Fig. 1: local utilization
Drawn at 4 px/um. 11 x 11 tiles, from dark blue (low) to red (high), 0 to 100% covered.
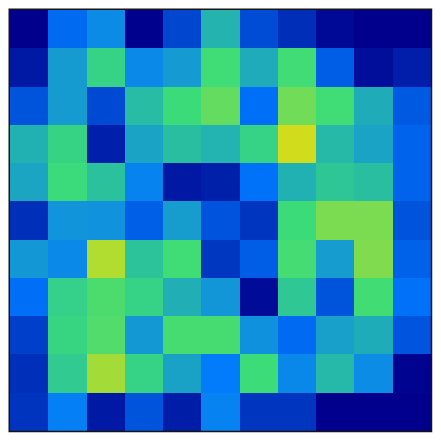
Fig. 2: clock distribution
Drawn at 4 px/um.
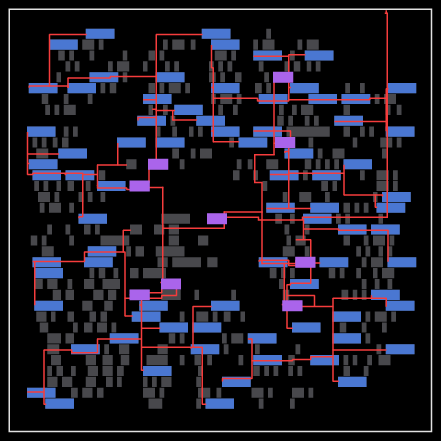
Fig. 3: port wiring
Drawn at 3 px/um.
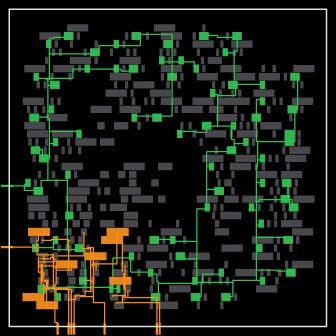
==> src/rtl/fpu_operand_skid_stage.sv <==
// fpu_operand_skid_stage
// Registered hand-off between the operand-select multiplexer and the FPU
// execute stage. A two-entry skid buffer (main + skid register) keeps
// in_ready driven straight from a flop while sustaining one operand per
// cycle. The select tag travels with its data, and a saturating counter
// records the cycles the execute stage back-pressures a valid operand.

`ifndef DSIZE
`define DSIZE 32
`endif

module fpu_operand_skid_stage #(
  parameter int unsigned DSIZE = `DSIZE,
  parameter int unsigned CNT_W = 8
) (
  input  logic             clk,
  input  logic             reset,
  input  logic             flush,
  input  logic [DSIZE-1:0] in_data,
  input  logic             in_sel,
  input  logic             in_valid,
  output logic             in_ready,
  output logic [DSIZE-1:0] out_data,
  output logic             out_sel,
  output logic             out_valid,
  input  logic             out_ready,
  output logic [CNT_W-1:0] stall_cnt
);

  // Occupancy encoded as {skid valid, main valid}; bit 0 is out_valid.
  typedef enum logic [1:0] {
    ST_EMPTY = 2'b00,
    ST_ONE   = 2'b01,
    ST_FULL  = 2'b11
  } state_t;

  state_t             state_r;
  state_t             state_s;

  logic [DSIZE-1:0]   m_data_r;
  logic               m_sel_r;
  logic [DSIZE-1:0]   s_data_r;
  logic               s_sel_r;
  logic               in_ready_r;
  logic [CNT_W-1:0]   stall_cnt_r;

  logic               m_valid_s;
  logic               accept_s;
  logic               deliver_s;
  logic               stall_s;
  logic               m_load_s;
  logic               m_from_skid_s;
  logic               s_load_s;

  // Handshake qualifiers; in_ready comes from its own flop, so accept never
  // depends combinationally on out_ready.
  assign m_valid_s = state_r[0];
  assign accept_s  = in_valid & in_ready_r;
  assign deliver_s = m_valid_s & out_ready;
  assign stall_s   = m_valid_s & ~out_ready;

  // Next occupancy and register-load strobes; flush overrides any transfer.
  always_comb begin
    state_s       = state_r;
    m_load_s      = 1'b0;
    m_from_skid_s = 1'b0;
    s_load_s      = 1'b0;
    if (flush) begin
      state_s = ST_EMPTY;
    end else begin
      case (state_r)
        ST_EMPTY: begin
          if (accept_s) begin
            state_s  = ST_ONE;
            m_load_s = 1'b1;
          end else begin
            state_s  = ST_EMPTY;
          end
        end
        ST_ONE: begin
          if (accept_s && deliver_s) begin
            state_s  = ST_ONE;
            m_load_s = 1'b1;
          end else if (accept_s) begin
            state_s  = ST_FULL;
            s_load_s = 1'b1;
          end else if (deliver_s) begin
            state_s  = ST_EMPTY;
          end else begin
            state_s  = ST_ONE;
          end
        end
        ST_FULL: begin
          if (deliver_s) begin
            state_s       = ST_ONE;
            m_from_skid_s = 1'b1;
          end else begin
            state_s       = ST_FULL;
          end
        end
        default: begin
          state_s = ST_EMPTY;
        end
      endcase
    end
  end

  // Occupancy register and the flopped in_ready (ready whenever skid will be empty).
  always_ff @(posedge clk) begin
    if (reset) begin
      state_r    <= ST_EMPTY;
      in_ready_r <= 1'b1;
    end else begin
      state_r    <= state_s;
      in_ready_r <= ~state_s[1];
    end
  end

  // Main register: loads a fresh operand or the skid contents, otherwise holds.
  always_ff @(posedge clk) begin
    if (reset) begin
      m_data_r <= {DSIZE{1'b0}};
      m_sel_r  <= 1'b0;
    end else if (m_load_s) begin
      m_data_r <= in_data;
      m_sel_r  <= in_sel;
    end else if (m_from_skid_s) begin
      m_data_r <= s_data_r;
      m_sel_r  <= s_sel_r;
    end else begin
      m_data_r <= m_data_r;
      m_sel_r  <= m_sel_r;
    end
  end

  // Skid register: only captures when the main register is stalled.
  always_ff @(posedge clk) begin
    if (reset) begin
      s_data_r <= {DSIZE{1'b0}};
      s_sel_r  <= 1'b0;
    end else if (s_load_s) begin
      s_data_r <= in_data;
      s_sel_r  <= in_sel;
    end else begin
      s_data_r <= s_data_r;
      s_sel_r  <= s_sel_r;
    end
  end

  // Back-pressure counter; saturates at all-ones and survives flush.
  always_ff @(posedge clk) begin
    if (reset) begin
      stall_cnt_r <= {CNT_W{1'b0}};
    end else if (stall_s && (stall_cnt_r != {CNT_W{1'b1}})) begin
      stall_cnt_r <= stall_cnt_r + {{(CNT_W-1){1'b0}}, 1'b1};
    end else begin
      stall_cnt_r <= stall_cnt_r;
    end
  end

  assign in_ready  = in_ready_r;
  assign out_valid = m_valid_s;
  assign out_data  = m_data_r;
  assign out_sel   = m_sel_r;
  assign stall_cnt = stall_cnt_r;

endmodule

==> config.mk <==
export PLATFORM = sky130hd
export DESIGN_NAME = fpu_operand_skid_stage
export DESIGN_NICKNAME = d
export VERILOG_FILES = /design/src/rtl/fpu_operand_skid_stage.sv
export SDC_FILE = /design/constraint.sdc
export NUM_CORES = 1
export LEC_CHECK = 0
export CAP_MARGIN = 30
export CELL_PAD_IN_SITES_DETAIL_PLACEMENT = 1
export CELL_PAD_IN_SITES_GLOBAL_PLACEMENT = 2
export CORE_MARGIN = 3
export CORE_UTILIZATION = 31
export DETAILED_ROUTE_END_ITERATION = 12
export DONT_BUFFER_PORTS = 1
export HOLD_SLACK_MARGIN = 0.06
export PLACE_DENSITY = 0.76
export SYNTH_ARGS = -nofsm -noshare
export SYNTH_HDL_FRONTEND = slang
export SYNTH_SLANG_ARGS = --single-unit
==> constraint.sdc <==
create_clock -name clk -period 1.7 [get_ports clk]
set_input_delay 0.51 -clock clk [delete_from_list [all_inputs] [get_ports clk]]
set_output_delay 0.51 -clock clk [all_outputs]
set_load 0.005 [all_outputs]
==> impl_metrics.py <==
# Metrics from the implementation run
metrics = {
    "status": {
        "outcome": "complete, no violations",
    },
    "worst_setup_path": {
        "cp-start-kind": "register",
        "endpoint": "stall_cnt[5]",
        "cp.required_ps": 1980,
        "timing.critical_path.buf_inv": 0,
        "critPathMaxStageDelay_ps": 500,
        "cp_cell_sequence": "ha_2 -> and3_1 -> a21o_1 -> or4_1 -> a21oi_1",
        "worst-path-stages": 5,
        "cp_slowest_cell": "or4_1",
    },
    "final_timing": {
        "fin_tns_setup_ps": 0,
        "rsz0062_at_grt": "false",
        "fin_ws_ps": 122,
        "min_period_ps": 1580,
        "finalHoldViolations": 0,
    },
    "layout": {
        "n_fill_cell": 1150,
        "lay_top_count": "nand2_1",
        "drive_gt1_share_pct": 9.64,
        "nets": 428,
        "nNonClkBuffers": 19,
        "largest_class": "sequential cells",
        "final_cell_mix": "138 x nand2_1, 77 x dfxtp_1, 39 x a21oi_1",
        "area_delta_synth_final_pct": 14.4,
    },
    "worst_hold_path": {
        "whs_path_depth": 1,
        "hold_start": "reset",
    },
    "detailed_routing": {
        "wl_met2_mm": 4.07,
        "drtAntennaViolNets": 0,
        "dr_total_vias": 2684,
        "drt-met1-wl_mm": 3.92,
        "post_drt_wl_per_cell_um": 16.2,
        "routed-wl-met3_um": 387,
    },
    "floorplan": {
        "fp-row-count": 35,
    },
    "placement": {
        "dpl.cell_count": 507,
        "placed_area_um2": 3290,
    },
    "synth": {
        "synth-edff-count": 0,
        "syn-cell-area_um2": 3050,
        "adder_share_pct": 0.410,
        "synthTopCellsByCount": "139 x nand2_1, 77 x dfxtp_1, 39 x a21oi_1",
        "synth_top_cell_by_area": "dfxtp_1",
        "synthTopLogicFamily": "simple AND/OR/NAND/NOR gates",
        "ys_seq_elements": 77,
        "top_cell_area_share_pct": 50.5,
        "synth_chip_area_um2": 3050,
        "postSynthSeqShare_pct": 50.5,
        "ys_cells": 389,
        "synth-xor-area-share_pct": 0.287,
        "fp_nets": 428,
        "simple_gate_area_share_pct": 25.2,
    },
    "clock_tree": {
        "cts.reportedPaths.clkPinSlew_ps": 90,
        "cts_resized": 0,
        "cts_max_level": 3,
    },
    "run": {
        "cap_violations": 0,
        "log.warning_count": 26,
    },
    "pwr": {
        "intPower_uw": 2660,
        "powerDensity_nw_per_um2": 995,
        "power_leader": "registers",
        "p_sw_share_pct": 23.5,
        "p_seq_uw": 1910,
    },
    "global_route": {
        "grt_max_degree": 77,
        "grt_overflow": 0,
    },
}
## Picture notes: Fig. 1
nearly empty tiles: 7.4%
fullest tile: 69%
densest ninth of the die: right middle
mean over tiles: 30%
FP Util: 32.4%
CORE AREA: 9420 um2
post-layout util: 37.1%

## Picture notes: Fig. 2
[red] clock wires | length: 1050 um
[blue] flip-flops | count: 77
[purple] clock drivers | count: 9
routed clock nets: 10
flops lie: spread over the die
clk pwr: 1410 uW
clock share of power: 40.6%
Clock Latency Late Sink: 340 ps
Post-Route Skew: 12.8 ps

## Picture notes: Fig. 3
| color | port | bits | direction | edge | end cells | buffers | wire |
|---|---|---|---|---|---|---|---|
| green | reset | 1 | input | left | 76 | 0 | 769 um |
| orange | stall_cnt | 8 | output | 7 bottom, 1 left | 8 | 5 | 394 um |
Port Buffer Count: 0
Top Ports: 81

Power is estimated from default activity; no workload was simulated.
